==> src/rtl/clock_set_ctrl.sv <==
// clock_set_ctrl: time-setting controller for an HH:MM clock.
// Debounces the mode and increment buttons and steps RUN -> SET_HR -> SET_MIN -> COMMIT.
// It auto-repeats a held increment button, times out an idle edit, and drives the blink enables.
// Ports:
//   clk_1ms, reset_n                   1 kHz clock, async active-low reset
//   btn_mode, btn_inc                  raw active-high buttons (asynchronous)
//   cur_hrs_10/_1, cur_mins_10/_1      live BCD time, captured on edit entry
//   set_hrs_10/_1, set_mins_10/_1      BCD edit registers
//   load                               one-cycle strobe in COMMIT
//   run_en                             counters advance only in RUN
//   blink_hrs, blink_mins              blank the field being edited
//   mode_state                         FSM state encoding
module clock_set_ctrl #(
  parameter int DEBOUNCE_MS     = 20,
  parameter int REPEAT_DELAY_MS = 500,
  parameter int REPEAT_RATE_MS  = 200,
  parameter int BLINK_MS        = 250,
  parameter int TIMEOUT_MS      = 30000
) (
  input  logic       clk_1ms,
  input  logic       reset_n,
  input  logic       btn_mode,
  input  logic       btn_inc,
  input  logic [1:0] cur_hrs_10,
  input  logic [3:0] cur_hrs_1,
  input  logic [2:0] cur_mins_10,
  input  logic [3:0] cur_mins_1,
  output logic [1:0] set_hrs_10,
  output logic [3:0] set_hrs_1,
  output logic [2:0] set_mins_10,
  output logic [3:0] set_mins_1,
  output logic       load,
  output logic       run_en,
  output logic       blink_hrs,
  output logic       blink_mins,
  output logic [1:0] mode_state
);
  typedef enum logic [1:0] {RUN = 2'b00, SET_HR = 2'b01, SET_MIN = 2'b10, COMMIT = 2'b11} state_t;
  localparam int DW   = $clog2(DEBOUNCE_MS + 1);
  localparam int RMAX = (REPEAT_DELAY_MS > REPEAT_RATE_MS) ? REPEAT_DELAY_MS : REPEAT_RATE_MS;
  localparam int RW   = $clog2(RMAX + 1);
  localparam int BW   = $clog2(BLINK_MS + 1);
  localparam int TW   = $clog2(TIMEOUT_MS + 1);
  state_t r_state, w_state_nxt;
  // bit 0 = mode button, bit 1 = inc button
  logic [1:0] w_raw, r_s0, r_s1, r_db, r_db_d, r_ev;
  logic [DW-1:0] r_db_cnt [2];
  logic [1:0] r_hrs_10;
  logic [3:0] r_hrs_1;
  logic [2:0] r_mins_10;
  logic [3:0] r_mins_1;
  logic r_rep_on, r_rep_first, r_phase;
  logic [RW-1:0] r_rep_cnt;
  logic [BW-1:0] r_blink_cnt;
  logic [TW-1:0] r_idle;
  logic w_tick, w_set, w_chg, w_timeout, w_capture, w_inc_hr, w_inc_min, w_hr_wrap, w_min_wrap;
  assign w_raw = {btn_inc, btn_mode};
  // The level only moves after DEBOUNCE_MS consecutive disagreeing samples.
  // The press pulse is taken one cycle later from the registered level.
  always_ff @(posedge clk_1ms or negedge reset_n)
    if (!reset_n) begin
      r_s0 <= '0;
      r_s1 <= '0;
      r_db <= '0;
      r_db_d <= '0;
      r_ev <= '0;
      for (int i = 0; i < 2; i++) r_db_cnt[i] <= '0;
    end else begin
      r_s0 <= w_raw;
      r_s1 <= r_s0;
      r_db_d <= r_db;
      r_ev <= r_db & ~r_db_d;
      for (int i = 0; i < 2; i++)
        if (r_s1[i] == r_db[i]) r_db_cnt[i] <= '0;
        else if (r_db_cnt[i] == DW'(DEBOUNCE_MS - 1)) begin
          r_db[i] <= r_s1[i];
          r_db_cnt[i] <= '0;
        end else r_db_cnt[i] <= r_db_cnt[i] + 1'b1;
    end
  assign w_set     = (r_state == SET_HR) || (r_state == SET_MIN);
  assign w_tick    = r_rep_on & r_db[1] &
                     (r_rep_cnt == (r_rep_first ? RW'(REPEAT_DELAY_MS - 1) : RW'(REPEAT_RATE_MS - 1)));
  assign w_timeout = r_idle == TW'(TIMEOUT_MS - 1);
  assign w_chg     = w_state_nxt != r_state;
  // Any out-of-range value, including invalid BCD captured from the counters, wraps to 00.
  assign w_hr_wrap  = (r_hrs_10 == 2'd3) || (r_hrs_1 > 4'd9) || (r_hrs_10 == 2'd2 && r_hrs_1 >= 4'd3);
  assign w_min_wrap = (r_mins_10 > 3'd5) || (r_mins_1 > 4'd9) || (r_mins_10 == 3'd5 && r_mins_1 == 4'd9);
  // A mode event outranks an increment, and an increment outranks the timeout.
  always_comb begin
    w_state_nxt = r_state;
    w_capture = 1'b0;
    w_inc_hr = 1'b0;
    w_inc_min = 1'b0;
    case (r_state)
      RUN:     if (r_ev[0]) begin
                 w_state_nxt = SET_HR;
                 w_capture = 1'b1;
               end
      SET_HR:  if (r_ev[0]) w_state_nxt = SET_MIN;
               else if (r_ev[1] || w_tick) w_inc_hr = 1'b1;
               else if (w_timeout) w_state_nxt = RUN;
      SET_MIN: if (r_ev[0]) w_state_nxt = COMMIT;
               else if (r_ev[1] || w_tick) w_inc_min = 1'b1;
               else if (w_timeout) w_state_nxt = RUN;
      default: w_state_nxt = RUN;
    endcase
  end
  always_ff @(posedge clk_1ms or negedge reset_n)
    if (!reset_n) begin
      r_hrs_10 <= '0;
      r_hrs_1 <= '0;
      r_mins_10 <= '0;
      r_mins_1 <= '0;
    end else if (w_capture) begin
      r_hrs_10 <= cur_hrs_10;
      r_hrs_1 <= cur_hrs_1;
      r_mins_10 <= cur_mins_10;
      r_mins_1 <= cur_mins_1;
    end else if (w_inc_hr) begin
      r_hrs_10 <= w_hr_wrap ? 2'd0 : (r_hrs_1 == 4'd9) ? r_hrs_10 + 2'd1 : r_hrs_10;
      r_hrs_1 <= (w_hr_wrap || r_hrs_1 == 4'd9) ? 4'd0 : r_hrs_1 + 4'd1;
    end else if (w_inc_min) begin
      r_mins_10 <= w_min_wrap ? 3'd0 : (r_mins_1 == 4'd9) ? r_mins_10 + 3'd1 : r_mins_10;
      r_mins_1 <= (w_min_wrap || r_mins_1 == 4'd9) ? 4'd0 : r_mins_1 + 4'd1;
    end
  always_ff @(posedge clk_1ms or negedge reset_n)
    if (!reset_n) begin
      r_state <= RUN;
      r_idle <= '0;
      r_rep_on <= 1'b0;
      r_rep_first <= 1'b0;
      r_rep_cnt <= '0;
      r_phase <= 1'b0;
      r_blink_cnt <= '0;
    end else begin
      r_state <= w_state_nxt;
      r_idle <= (w_chg || r_ev[0] || r_ev[1] || w_tick || !w_set) ? '0 : r_idle + 1'b1;
      // Repeat is armed by an accepted inc event and dies on release or on any state change.
      r_rep_on <= (w_chg || !r_db[1]) ? 1'b0 : (w_set && r_ev[1]) ? 1'b1 : r_rep_on;
      r_rep_first <= r_ev[1] ? 1'b1 : w_tick ? 1'b0 : r_rep_first;
      r_rep_cnt <= (r_ev[1] || w_tick || !r_rep_on) ? '0 : r_rep_cnt + 1'b1;
      if (w_chg || w_inc_hr || w_inc_min || !w_set) begin
        r_phase <= 1'b0;
        r_blink_cnt <= '0;
      end else if (r_blink_cnt == BW'(BLINK_MS - 1)) begin
        r_phase <= ~r_phase;
        r_blink_cnt <= '0;
      end else r_blink_cnt <= r_blink_cnt + 1'b1;
    end
  assign set_hrs_10  = r_hrs_10;
  assign set_hrs_1   = r_hrs_1;
  assign set_mins_10 = r_mins_10;
  assign set_mins_1  = r_mins_1;
  assign load        = r_state == COMMIT;
  assign run_en      = r_state == RUN;
  assign blink_hrs   = (r_state == SET_HR) & r_phase;
  assign blink_mins  = (r_state == SET_MIN) & r_phase;
  assign mode_state  = r_state;
endmodule
==> config.mk <==
export PLATFORM = sky130hd
export DESIGN_NAME = clock_set_ctrl
export DESIGN_NICKNAME = d
export VERILOG_FILES = /design/src/rtl/clock_set_ctrl.sv
export SDC_FILE = /design/constraint.sdc
export NUM_CORES = 1
export LEC_CHECK = 0
export CORE_MARGIN = 3
export CORE_UTILIZATION = 59
export CTS_BUF_LIST = sky130_fd_sc_hd__clkbuf_4 sky130_fd_sc_hd__clkbuf_8
export DETAILED_ROUTE_END_ITERATION = 8
export PLACE_DENSITY = 0.82
export SYNTH_ARGS = -nofsm -noshare
export SYNTH_HDL_FRONTEND = slang
export SYNTH_SLANG_ARGS = --single-unit
export TNS_END_PERCENT = 100
==> constraint.sdc <==
create_clock -name clk_1ms -period 2.9 [get_ports clk_1ms]
set_input_delay 0.58 -clock clk_1ms [delete_from_list [all_inputs] [get_ports clk_1ms]]
set_output_delay 0.58 -clock clk_1ms [all_outputs]
set_load 0.01 [all_outputs]
### Met1 routing, run 1

Supply wires on this layer in gray.
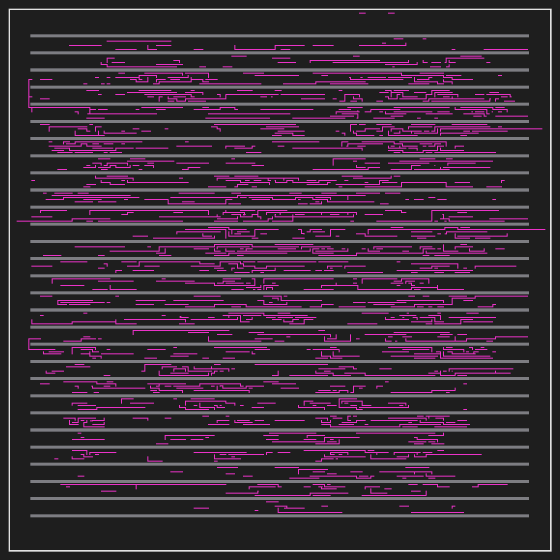
402 nets have wire on it. The layer holds 45% of the routed length. The wires run mostly horizontal. The layer carries 3400 um of wire.
met1 usage: 0.289
Vias: 2860
DRT Wirelength: 7550 um

### Logic cells by family, run 1

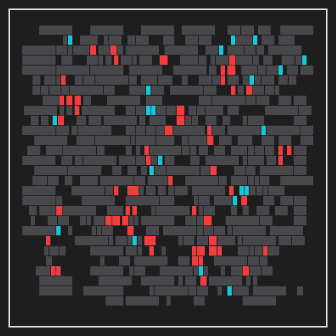
inverters: marked cyan, cells 21, where all over the die. NAND gates: marked red, cells 56.

### Floorplan with the power grid, run 1

Pins as bars on the die edge.
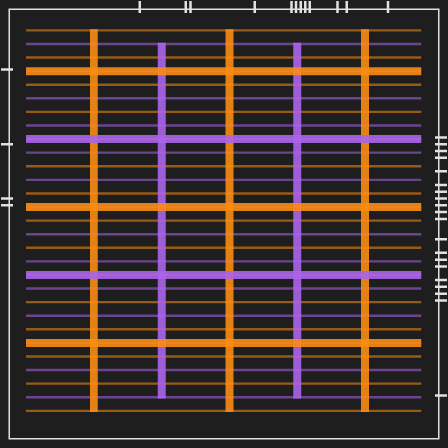
VDD: marked purple. VSS: marked orange.
5 straps on met4. 5 straps on met5.

==> results.json, run 1 <==
{
  "status": "finished clean",
  "slowest_stage": "clkdlybuf4s50_1",
  "final_cells": 495,
  "layout_top_cell": "dfrtp_1",
  "crit_fanout": 9,
  "syn_area_per_cell_um2": 10.1,
  "final_core_util": 0.729,
  "die_h_um": 85.7,
  "synth-seq-area-share": 0.468,
  "final_layout_size_suffix_gt1_frac": 0.0881,
  "path_depth": 4,
  "flop_area_mm2": 0.00175,
  "coreArea_mm2": 0.00603,
  "intPower_mw": 1.43,
  "cp_cell_sequence": "inv_1, ha_1, and2_1, clkdlybuf4s50_1",
  "crit_arrival_ns": 1.99,
  "ys_area_mm2": 0.00375,
  "p_per_area_mw_per_mm2": 419,
  "pg_comb_mw": 0.0611,
  "p_switching_mw": 0.411,
  "synth.cell_area_mm2": 0.00375,
  "rsz0062_at_grt": "false",
  "reg2reg_from": "mode_state[0]",
  "finalCritPeriodShare": 0.886,
  "period_minus_slack_ns": 2.57,
  "p_seq_frac": 0.538,
  "ios": 36,
  "nFillCells": 439,
  "synthArstFlopShare": 1.00,
  "routedWlPerCell_um": 15.3,
  "grt_overflow": 0,
  "io_buffers": 35,
  "flop-count": 70,
  "worst_r2r_endpoint": "r_idle[11]",
  "routabilityCongestion": 0.858,
  "grt_first_pass_wirelength_um": 12700,
  "signal_buffers": 40,
  "fin_area_mm2": 0.00439,
  "skew_ns": 0.00891,
  "comb_area_mm2": 0.00189
}
run 1: cells by family (layout without fill, tap and decap cells):
kind of cell	count (synthesis)	after routing	share of synthesized area
and+or+nand+nor	164	164	0.236
muxes	6	6	0.0177
adders and majority gates	20	20	0.0668
xor gates and xnor gates	33	33	0.0772
AOI/OAI and AO/OA	50	50	0.107
DFF	70	70	0.468
buffers and inverters	27	77	0.0284
run 1: per-layer routing:
metal,GRT usage,share of wire,vias up
li1,-,-,1396
met1,0.289,0.45,1396
met2,0.351,0.49,60
met3,0.0490,0.043,8
met4,0.0878,0.014,0
met5,0,0,-
==> run 2: changes to the inputs <==
--- a/config.mk
+++ b/config.mk
@@ -6,10 +6,12 @@
 export NUM_CORES = 1
 export LEC_CHECK = 0
 export CORE_MARGIN = 3
-export CORE_UTILIZATION = 59
+export CORE_UTILIZATION = 60
 export CTS_BUF_LIST = sky130_fd_sc_hd__clkbuf_4 sky130_fd_sc_hd__clkbuf_8
 export DETAILED_ROUTE_END_ITERATION = 8
-export PLACE_DENSITY = 0.82
+export DONT_BUFFER_PORTS = 1
+export HOLD_SLACK_MARGIN = 0.1
+export PLACE_DENSITY = 0.76
 export SYNTH_ARGS = -nofsm -noshare
 export SYNTH_HDL_FRONTEND = slang
 export SYNTH_SLANG_ARGS = --single-unit
==> run 2 against run 1 <==
Net effect:
- routed wire length fell by 8.1%
- non-clock buffer count fell by 35
- clock-buffer cell count rose by 1
- register-to-register slack improved by 0.05 ns
- synthesized area did not move
- die size fell by 1.5%
- final area fell by 7.5%
- critical path depth rose by 3
- combinational power fell by 33%
- clock skew rose by 0.0038 ns
- sequential share of layout area rose by 3.3 points
- largest power group unchanged
==> results.json, run 2 <==
{
  "routedWlPerCell_um": 15.1,
  "die_h_um": 85.0,
  "vias": 2729,
  "final_layout_size_suffix_gt1_frac": 0.0911,
  "busiest_layer": "met2",
  "coreArea_mm2": 0.00599,
  "synth-seq-area-share": 0.468,
  "grt_first_pass_wirelength_um": 12400,
  "logic_family": "simple AND/OR/NAND/NOR gates",
  "status": "finished clean",
  "finalCritPeriodShare": 0.844,
  "grt_util_met1": 0.275,
  "synth-xor-area-share": 0.0772,
  "final_core_util": 0.678,
  "fin_area_mm2": 0.00406,
  "ys_area_mm2": 0.00375,
  "grtUsageMet2": 0.344,
  "p_per_area_mw_per_mm2": 443,
  "met3WireLength_um": 317,
  "routabilityCongestion": 0.823,
  "p_switching_mw": 0.378,
  "pg_comb_mw": 0.0410,
  "synthAdderAreaFrac": 0.0668,
  "ios": 36,
  "crit_fanout": 12,
  "grt_overflow": 0,
  "crit_arrival_ns": 2.68,
  "m1WireLength_um": 3230,
  "cp_cell_sequence": "inv_1, ha_1, nand2b_1, nor4_1, a21oi_1, nor2_1, a221o_1",
  "slowest_stage": "a21oi_1",
  "rsz0062_at_grt": "false",
  "mux_area_frac": 0.0177,
  "synth.cell_area_mm2": 0.00375,
  "grt_util_met3": 0.0621
}
[run 2: cell counts after synthesis]
No cell type changed its count.
[run 2: worst paths after layout]
path	slack, ns	start	to	cells after the start
worst max-delay path	0.45	mode_state[1]	set_mins_1[1]	7
worst min-delay path	0.11	reset_n	set_hrs_1[2]	1
worst max register to register	0.45	mode_state[1]	set_mins_1[1]	7
worst min register to register	0.37	r_s0[0]	r_s1[0]	0
max in group asynchronous	2.50	reset_n	r_rep_cnt[3]	1
min in group clk_1ms	0.26	btn_inc	r_s0[1]	0
[run 2: cell type report]
type | count | area [um2]
clock buffer | 11 | 145
clock inverter | 4 | 47.5
fill | 466 | 1930
inverter | 21 | 78.8
multi-input combinational | 273 | 1890
sequential | 70 | 1750
tap | 75 | 93.8
timing repair buffer | 5 | 57.6
### Register map, names as in the netlist, run 2

Other sequential cells in the stronger gray, the rest of the logic in the fainter gray.
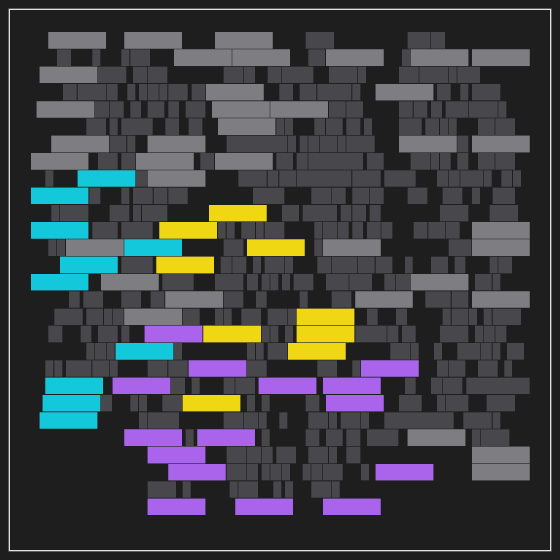
`r_idle`: marked purple, placed flops 15. `r_rep_cnt`: marked yellow, placed flops 9, where center. `r_db_cnt`: marked cyan, placed flops 10, where middle left.
Another 36 sequential cells are not colored.

### Clock routing, run 2

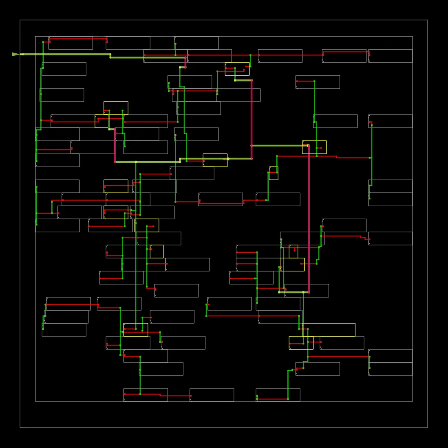
clk_buf instances: 11
Worst-Skew Late Latency: 0.34 ns
Clk. pwr: 0.766 mW
clock skew: 0.0127 ns
cts bufs inserted: 9

==> run 3: changes to the inputs <==
==> constraint.sdc (replaced) <==
create_clock -name clk_1ms -period 2.5 [get_ports clk_1ms]
set_input_delay 0.5 -clock clk_1ms [delete_from_list [all_inputs] [get_ports clk_1ms]]
set_output_delay 0.5 -clock clk_1ms [all_outputs]
set_load 0.01 [all_outputs]
==> run 3 against run 2 <==
Net effect:
- die size stayed put
- clock skew decreased by 0.0028 ns
- global-route usage is 0.72 points lower
- first-iteration DRC count is 55% higher
- non-clock buffer count is 7 higher
- combinational power up 22%
- critical endpoint is now set_mins_10[1]
- final cell count increased by 1.7%
- critical path type unchanged
- via count shrank 0.26%
- sequential cell count unchanged
- largest cell class unchanged
- sequential power is about 20% higher
- largest power group unchanged
==> results.json, run 3 <==
{
  "simple_gate_share": 0.236,
  "grt_overflow": 0,
  "io_buffers": 0,
  "reg2reg_from": "r_rep_cnt[5]",
  "fin_area_mm2": 0.00411,
  "final-clk-cell-share": 0.0444,
  "pg_comb_mw": 0.0499,
  "comb_area_frac": 0.460,
  "period_minus_slack_ns": 2.23,
  "buffer_area_frac": 0.0274,
  "p_switching_mw": 0.494,
  "status": "finished clean",
  "ios": 36,
  "final_cells": 467,
  "cts_buffers": 9,
  "finalCritPeriodShare": 0.893,
  "skew_ns": 0.00994,
  "endpoint": "set_mins_10[1]",
  "dominant_cells": "multi-input combinational cells",
  "ys_area_mm2": 0.00375,
  "routabilityCongestion": 0.819,
  "mux_area_frac": 0.0177,
  "die_h_um": 85.0,
  "worst_r2r_endpoint": "set_mins_10[1]",
  "p_seq_frac": 0.563,
  "vias": 2722,
  "synth-seq-area-share": 0.468
}
==> run 3: cell families (layout without fill, tap and decap cells) <==
logic type      Yosys count  count (layout)
buf+inv                  27              49
xor+xnor                 33              33
compound gates           50              50
simple gates            164             164
mux                       6               6
fa+ha+maj                20              20
flops                    70              70
==> run 3: routing by layer <==
| metal | global-route usage | vias to the layer above | part of all wire | wire length, um |
|---|---|---|---|---|
| met5 | 0 | - | 0 | 0 |
| met4 | 0.0719 | 0 | 0.017 | 114 |
| met3 | 0.0650 | 11 | 0.057 | 386 |
| met2 | 0.334 | 64 | 0.46 | 3140 |
| met1 | 0.257 | 1297 | 0.46 | 3160 |
| li1 | - | 1350 | - | - |
### Clock routing, run 3

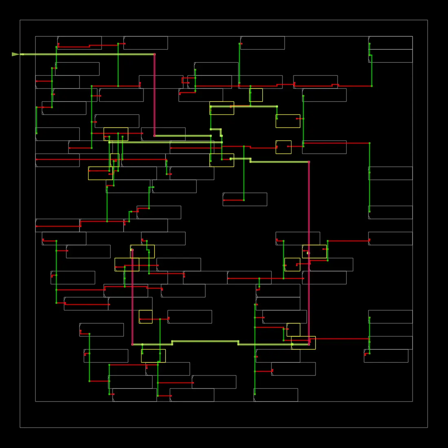
Sink Count: 70
Seq cells: 70
clk_buf instances: 10
Clk. pwr: 0.843 mW

### Register map, names as in the netlist, run 3

Other sequential cells in the stronger gray, the rest of the logic in the fainter gray.
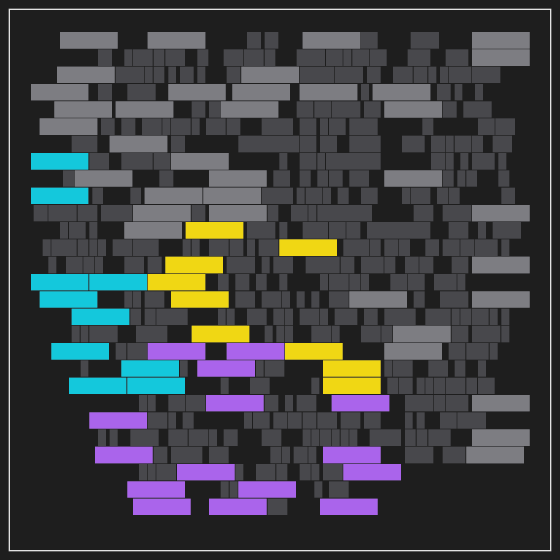
Sequential cell area: 0.00175 mm2
seq pwr: 1.15 mW
fin util: 0.686

Power and IR drop assume default switching activity.
